Figure 1. Wiring by layer (run 1).
Only two layers are drawn.
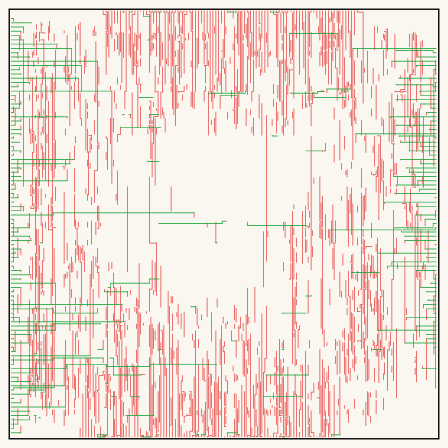
Figure 2. Signal wires on met1 (run 1).
Supply wires on this layer in grey.
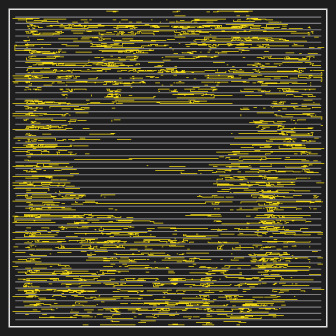
Figure 3. Clock routing (run 1).
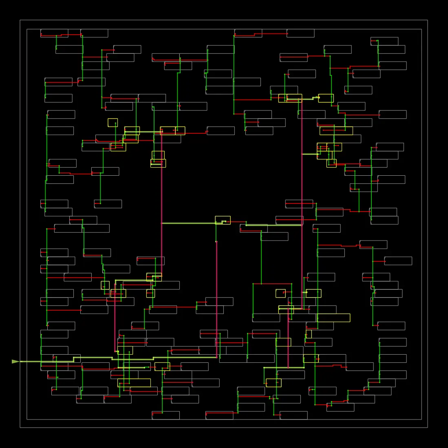
[config.mk]
export PLATFORM = sky130hd
export DESIGN_NAME = trap_ctrl
export DESIGN_NICKNAME = d
export VERILOG_FILES = /design/src/rtl/riscv_pkg.sv /design/src/rtl/irq_sync.sv /design/src/rtl/trap_ctrl.sv
export SDC_FILE = /design/constraint.sdc
export NUM_CORES = 1
export LEC_CHECK = 0
export CORE_MARGIN = 2
export CORE_UTILIZATION = 35
export CTS_BUF_LIST = sky130_fd_sc_hd__clkbuf_4 sky130_fd_sc_hd__clkbuf_8
export CTS_CLUSTER_SIZE = 28
export DETAILED_ROUTE_END_ITERATION = 8
export MAX_ROUTING_LAYER = met4
export PLACE_DENSITY = 0.75
export SLEW_MARGIN = 0
export SYNTH_ARGS = -nofsm -noshare
export SYNTH_HDL_FRONTEND = slang
export SYNTH_SLANG_ARGS = --single-unit
[constraint.sdc]
create_clock -name clk_i -period 2.45 [get_ports clk_i]
set_clock_uncertainty 0.15 [all_clocks]
set_input_delay 0.6125 -clock clk_i [delete_from_list [all_inputs] [get_ports clk_i]]
set_output_delay 0.6125 -clock clk_i [all_outputs]
set_load 0.005 [all_outputs]
[src/rtl/riscv_pkg.sv]
// Shared types and constants for the machine-mode trap sequencer.
package riscv_pkg;

    // Controller sequencing states
    typedef enum logic [1:0] {
        IDLE     = 2'd0,
        FLUSH    = 2'd1,
        REDIRECT = 2'd2
    } trap_state_e;

    // Kind of event latched on entry to FLUSH
    typedef enum logic [1:0] {
        TRAP = 2'd0,
        MRET = 2'd1,
        IRQ  = 2'd2
    } trap_kind_e;

    // Interrupt bit set, cause 11: machine external interrupt
    localparam logic [31:0] MCAUSE_EXT_IRQ_DFLT = 32'h8000_000B;

    // Direct-mode trap vector: mtvec with the mode bits cleared
    function automatic logic [31:0] mtvec_base(input logic [31:0] mtvec);
        return mtvec & 32'hFFFF_FFFC;
    endfunction

endpackage

[src/rtl/irq_sync.sv]
// N-flop level synchronizer for an asynchronous interrupt line.
module irq_sync #(
    parameter int unsigned N = 2
) (
    input  logic clk_i,
    input  logic rst_ni,
    input  logic d_i,
    output logic q_o
);

    logic [N-1:0] r_sync;

    // Shift the raw level through the chain; only the last flop is consumed
    always_ff @(posedge clk_i or negedge rst_ni) begin
        if (!rst_ni) begin
            r_sync <= '0;
        end else begin
            r_sync <= {r_sync[N-2:0], d_i};
        end
    end

    assign q_o = r_sync[N-1];

endmodule

[src/rtl/trap_ctrl.sv]
// Machine-mode trap / interrupt entry and MRET return sequencer.
// Watches WB, latches the winning event, then runs FLUSH -> REDIRECT.
module trap_ctrl
    import riscv_pkg::*;
#(
    parameter int unsigned IRQ_SYNC_STAGES = 2,
    parameter logic [31:0] MCAUSE_EXT_IRQ  = MCAUSE_EXT_IRQ_DFLT,
    parameter int unsigned CNT_W           = 16
) (
    input  logic             clk_i,
    input  logic             rst_ni,
    input  logic             wb_valid_i,
    input  logic             wb_trap_valid_i,
    input  logic             wb_is_mret_i,
    input  logic [31:0]      wb_pc_i,
    input  logic [31:0]      wb_next_pc_i,
    input  logic [31:0]      wb_trap_mcause_i,
    input  logic [31:0]      wb_trap_mtval_i,
    input  logic [31:0]      mtvec_i,
    input  logic [31:0]      mepc_i,
    input  logic             mie_i,
    input  logic             irq_i,
    input  logic             redirect_ready_i,
    output logic             flush_o,
    output logic             busy_o,
    output logic             csr_trap_we_o,
    output logic [31:0]      csr_mepc_o,
    output logic [31:0]      csr_mcause_o,
    output logic [31:0]      csr_mtval_o,
    output logic             mie_clear_o,
    output logic             mie_restore_o,
    output logic             redirect_valid_o,
    output logic [31:0]      redirect_pc_o,
    output logic [CNT_W-1:0] trap_count_o
);

    trap_state_e      r_state;
    trap_state_e      w_state_next;
    trap_kind_e       r_kind;
    logic [31:0]      r_mepc;
    logic [31:0]      r_mcause;
    logic [31:0]      r_mtval;
    logic [31:0]      r_target;
    logic [CNT_W-1:0] r_cnt;

    logic w_irq_sync;
    logic w_irq_pend;
    logic w_sel_trap;
    logic w_sel_mret;
    logic w_sel_irq;
    logic w_evt;

    irq_sync #(
        .N (IRQ_SYNC_STAGES)
    ) u_irq_sync (
        .clk_i  (clk_i),
        .rst_ni (rst_ni),
        .d_i    (irq_i),
        .q_o    (w_irq_sync)
    );

    assign w_irq_pend = w_irq_sync & mie_i;

    // Fixed-priority event selection; only evaluated while IDLE
    always_comb begin
        w_sel_trap = 1'b0;
        w_sel_mret = 1'b0;
        w_sel_irq  = 1'b0;
        if (r_state == IDLE && wb_valid_i) begin
            if (wb_trap_valid_i) begin
                w_sel_trap = 1'b1;
            end else if (wb_is_mret_i) begin
                w_sel_mret = 1'b1;
            end else if (w_irq_pend) begin
                w_sel_irq = 1'b1;
            end
        end
        w_evt = w_sel_trap | w_sel_mret | w_sel_irq;
    end

    // State register
    always_ff @(posedge clk_i or negedge rst_ni) begin
        if (!rst_ni) begin
            r_state <= IDLE;
        end else begin
            r_state <= w_state_next;
        end
    end

    // Next state and state-decoded outputs (no input reaches the outputs)
    always_comb begin
        w_state_next     = r_state;
        flush_o          = 1'b0;
        busy_o           = 1'b0;
        csr_trap_we_o    = 1'b0;
        mie_clear_o      = 1'b0;
        mie_restore_o    = 1'b0;
        redirect_valid_o = 1'b0;
        case (r_state)
            IDLE: begin
                if (w_evt) begin
                    w_state_next = FLUSH;
                end
            end
            FLUSH: begin
                flush_o      = 1'b1;
                busy_o       = 1'b1;
                w_state_next = REDIRECT;
                if (r_kind == MRET) begin
                    mie_restore_o = 1'b1;
                end else begin
                    csr_trap_we_o = 1'b1;
                    mie_clear_o   = 1'b1;
                end
            end
            REDIRECT: begin
                flush_o          = 1'b1;
                busy_o           = 1'b1;
                redirect_valid_o = 1'b1;
                if (redirect_ready_i) begin
                    w_state_next = IDLE;
                end
            end
            default: begin
                w_state_next = IDLE;
            end
        endcase
    end

    // Latch event kind and CSR/redirect data; held until the next event
    always_ff @(posedge clk_i or negedge rst_ni) begin
        if (!rst_ni) begin
            r_kind   <= TRAP;
            r_mepc   <= '0;
            r_mcause <= '0;
            r_mtval  <= '0;
            r_target <= '0;
        end else if (w_sel_trap) begin
            r_kind   <= TRAP;
            r_mepc   <= wb_pc_i;
            r_mcause <= wb_trap_mcause_i;
            r_mtval  <= wb_trap_mtval_i;
            r_target <= mtvec_base(mtvec_i);
        end else if (w_sel_mret) begin
            r_kind   <= MRET;
            r_target <= mepc_i;
        end else if (w_sel_irq) begin
            // The WB instruction retires, so the return point is its successor
            r_kind   <= IRQ;
            r_mepc   <= wb_next_pc_i;
            r_mcause <= MCAUSE_EXT_IRQ;
            r_mtval  <= '0;
            r_target <= mtvec_base(mtvec_i);
        end
    end

    // Saturating entry counter, bumped alongside the CSR write strobe
    always_ff @(posedge clk_i or negedge rst_ni) begin
        if (!rst_ni) begin
            r_cnt <= '0;
        end else if (r_state == FLUSH && r_kind != MRET && r_cnt != '1) begin
            r_cnt <= r_cnt + CNT_W'(1);
        end
    end

    assign csr_mepc_o    = r_mepc;
    assign csr_mcause_o  = r_mcause;
    assign csr_mtval_o   = r_mtval;
    assign redirect_pc_o = r_target;
    assign trap_count_o  = r_cnt;

endmodule

==> impl_metrics.yaml, run 1 <==
# yosys + openroad results
run_status:
  status: "finished, final reports clean"
placement:
  routabilityCongestion: 0.8201
  post_dp_cell_area_sq_mm: 0.009996
  dp_hpwl_um: 14310
  port-buffer-count: 347
  dp_slack_ps: 11.58
layout:
  n_antenna_cell: 1
  instances_no_fill: 1142
  num-nonclk-inverters: 7
  syn_to_final_growth_pct: 70.77
  seq_area_sq_mm: 0.003754
  nMultiInputCombCells: 356
  lay_top_count: "clkdlybuf4s50_1"
  logic_area_sq_mm: 0.002201
  largest_class: "sequential cells"
  nonClkBufAreaFrac: 0.3586
  fin_nets: 1108
  fin_util: 0.6073
  comb_share: 0.2103
  final-clk-cell-share: 0.04148
  num-nonclk-buffers: 371
  seq_area_frac: 0.3586
  design_area_sq_mm: 0.01047
yosys:
  ff_type: "dfrtp_1"
  async_flop_share: 1.000
  ys_seq_share: 0.6124
  top_cell_area_share: 0.6124
  ys_top_logic_family: "AND-OR/OR-AND gates"
  synthAoiAreaFrac: 0.1766
  ys_area_sq_mm: 0.006130
  top_cell: "dfrtp_1"
  mux_share: 0.008981
  yosysCellCount: 553
  ys.flops: 150
  xor_area_frac: 0.01715
  ys_sh_simple: 0.1402
  fa_ha_area_frac: 0.01021
  synthCells: 553
  syn_avg_cell_area_sq_um: 11.08
  synth.area.top_cells: "dfrtp_1 61%, a22o_1 9.0%, nand2_1 8.0%, a22oi_1 3.7%, a31oi_1 3.4%"
  ys_warn_count: 0
  synth.largest_area_cell: "dfrtp_1"
  netlist_top_cells_count: "150 x dfrtp_1, 130 x nand2_1, 63 x a22o_1"
  ys_types: 43
  edf_count: 0
global_route:
  met3_usage: 0.06935
  grt_max_degree: 53
  busiest_layer: "met2"
  met2_usage: 0.3291
  globalRoute.totalOverflow: 0
  grt_pass1_wl_um: 29500
timing:
  worst_slew_pin_slew_ps: 491.3
  setup_slack_ps: 146.1
  min_period_ps: 2304
  relSlewSlack: 0.6711
  final_hold_viol_count: 0
  slew_violations: 0
  setup_tns_ps: 0
  max_freq_mhz: 434.0
  grt_setup_unrepaired: "no"
  period_used_share: 0.9404
  hold_slack_ps: 203.0
  setup_viol: 0
worst_setup_path:
  required_ps: 1690
  cp_top_family: "buffers and inverters"
  critPathSlowestCell: "dfrtp_1"
  reg2reg_slack_ps: 430
  path_class: "reg2out"
  crit_start: "r_state[1]"
  r2r_end: "redirect_pc_o[29]"
  crit_chain: "inv_2, ha_4, clkinv_2, nor2_1, dlygate4sd2_1"
  critical_path.startpoint_type: "register"
  cp.arrival_ps: 1540
  slowest_delay_ps: 400
  r2r_cells: 7
  cp_num_buf_inv: 3
  crit_end: "mie_restore_o"
  cp_num_cells: 5
  r2r_start: "r_state[1]"
  cp_max_fo: 4
routing:
  first_pass_iters: 5
  wl_met2_um: 9387
  remaining_drc_errors: 0
  routedWlPerCell_um: 17.25
  ant_nets: 0
  wl_met3_um: 1621
  drt-met1-wl_um: 8012
  routed.top_layer: "met4"
  post_drt_via_cell_ratio: 4.963
  drt_iter0_drc: 264
power:
  power_switching_mw: 3.464
  switching_share: 0.3077
  seq_power_mw: 4.25
  clkPwrFrac: 0.186
  peakVddDrop_mv: 0.6015
  seqPwrFrac: 0.377
  p_per_area_mw_per_mm2: 1076
  p_comb_mw: 4.92
  p_leak_nw: 4.634
  total_power_mw: 11.26
  p_int_mw: 7.795
  power.group.top: "combinational cells"
  pwr-share-comb: 0.437
worst_hold_path:
  worstHoldEndpoint: "u_irq_sync.r_sync[1]"
  hold_path.class: "reg2reg"
  min-delay-start: "u_irq_sync.r_sync[0]"
  holdPathStages: 0
clocking:
  post_cts_buffers: 1
  cts_tree: "built"
  clock-sinks: 150
  ctsResizeCount: 9
  path_clk_slew_ps: 80
  cts_htree_levels: 4
  clockRootBuffer: "clkbuf_8"
  cts_made_buffers: 17
  clk_path_buf_depth: 2
  ctsHoldBuffers: 1
die:
  fp_util: 0.3556
  taps: 225
  die_w_um: 136.3
  rows: 48
  io_pins: 350
  core_sq_mm: 0.01724
  dieArea_sq_mm: 0.01859
run:
  warnings: 32
  maxCapViolCount: 0
-- Figure 1 (at the start) --
Green is metal 3, wire length 1620 um. Red is metal 2, wire length 9390 um.
via count: 5668
GRT Util Overall: 0.2138

-- Figure 2 (at the start) --
The wires run mostly horizontal. 919 nets have wire on it. The layer carries 8010 um of wire. The layer holds 41% of the routed length. The longest straight run is 47.4 um.
routed wire length: 19700 um
routing usage on met1: 0.2584

-- Figure 3 (at the start) --
clock buf count: 20
FF+latch count: 150
Clock Latency Late Sink: 440 ps
clock group power: 2.09 mW

==> run 2, diff against run 1 <==
CORE_MARGIN = 4   (was 2)
PLACE_DENSITY = 0.81   (was 0.75)
SKIP_CTS_REPAIR_TIMING = 1   (was unset)
Figure 4. Clock routing (run 2).
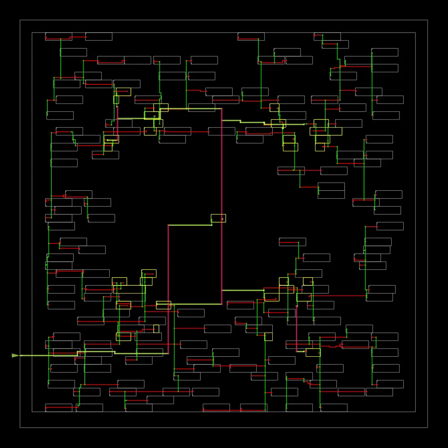
clk sink count: 150
CTS Buf Count: 17
clock buf count: 18
clock group power: 1.98 mW

==> run 2 against run 1 <==
The run now ends with setup timing left; final area down 0.13%; sequential power about the same; count of clock-buffer cells in the layout down 2; highest routed layer unchanged; maximum frequency down 8.1%; combinational power up 1%; global-route usage down 0.75 points; critical path depth down 2; critical endpoint is now busy_o.
==> impl_metrics.yaml, run 2 <==
# yosys + openroad results
worst_hold_path:
  min-delay-start: "u_irq_sync.r_sync[0]"
  worstHoldEndpoint: "u_irq_sync.r_sync[1]"
yosys:
  mux_share: 0.008981
  top_cell_area_share: 0.6124
  ys_warn_count: 0
  synthCells: 553
  synthAoiAreaFrac: 0.1766
  synth.largest_area_cell: "dfrtp_1"
  fa_ha_area_frac: 0.01021
  ys_seq_share: 0.6124
  ys_top_logic_family: "AND-OR/OR-AND gates"
  ys_sh_simple: 0.1402
  syn_avg_cell_area_sq_um: 11.08
  ys_area_sq_mm: 0.006130
  async_flop_share: 1.000
  synth.area.top_cells: "dfrtp_1 61%, a22o_1 9.0%, nand2_1 8.0%, a22oi_1 3.7%, a31oi_1 3.4%"
  netlist_top_cells_count: "150 x dfrtp_1, 130 x nand2_1, 63 x a22o_1"
  ys.flops: 150
global_route:
  globalRoute.totalOverflow: 0
  met2_usage: 0.3501
  busiest_layer: "met2"
  grt_usage: 0.2063
  grt_pass1_wl_um: 31380
  use_met1: 0.2355
  grt_max_degree: 69
clocking:
  path_clk_slew_ps: 80
  cts_tree: "built"
  insertion_delay_ps: 440
  cts_htree_levels: 4
  clk_path_buf_depth: 2
  clockRootBuffer: "clkbuf_8"
worst_setup_path:
  cp_num_buf_inv: 2
  slowest_delay_ps: 530
  crit_chain: "inv_2, ha_1, clkdlybuf4s50_1"
  reg2reg_slack_ps: 480
  crit_start: "r_state[0]"
  cp_num_cells: 3
  r2r_end: "trap_count_o[15]"
  cp_max_fo: 3
  critical_path.startpoint_type: "register"
  r2r_start: "r_state[1]"
  required_ps: 1690
  cp.arrival_ps: 1740
  crit_end: "busy_o"
timing:
  setup_slack_ps: -55.64
  grt_setup_unrepaired: "yes"
  setup_tns_ps: -173.7
  max_freq_mhz: 399.1
  relSlewSlack: 0.6651
  setup_viol: 4
  hold_slack_ps: 212.6
  worst_slew_pin_slew_ps: 500.3
  slew_violations: 0
  final_hold_viol_count: 0
routing:
  wl_met2_um: 10270
  remaining_drc_errors: 0
  post_drt_via_cell_ratio: 4.963
  routed.top_layer: "met4"
  routedWlPerCell_um: 17.83
  ant_nets: 0
  vias: 5658
  drt_iter0_drc: 221
  totalWireLength_um: 20330
  drt-met1-wl_um: 8037
layout:
  n_antenna_cell: 0
  logic_area_sq_mm: 0.002191
  syn_to_final_growth_pct: 70.55
  fin_nets: 1107
  final-clk-cell-share: 0.03926
  instances_no_fill: 1140
  seq_area_frac: 0.3591
  nonClkBufAreaFrac: 0.3613
  num-nonclk-buffers: 370
  fin_util: 0.6065
  num-nonclk-inverters: 7
  largest_class: "buffers"
  lay_top_count: "clkdlybuf4s50_1"
  design_area_sq_mm: 0.01045
  flops: 150
  nMultiInputCombCells: 356
power:
  power_switching_mw: 3.498
  total_power_mw: 11.21
  p_comb_mw: 4.98
  switching_share: 0.3120
  clkPwrFrac: 0.177
  p_leak_nw: 4.612
  power.group.top: "combinational cells"
die:
  dieArea_sq_mm: 0.01969
  die_w_um: 140.3
  rows: 48
  fp_util: 0.3556
run_status:
  violations: "setup timing"
  status: "finished with violations"
placement:
  routabilityCongestion: 0.8293
  dp_hpwl_um: 15300
run:
  maxCapViolCount: 0
Power and IR drop assume default switching activity.
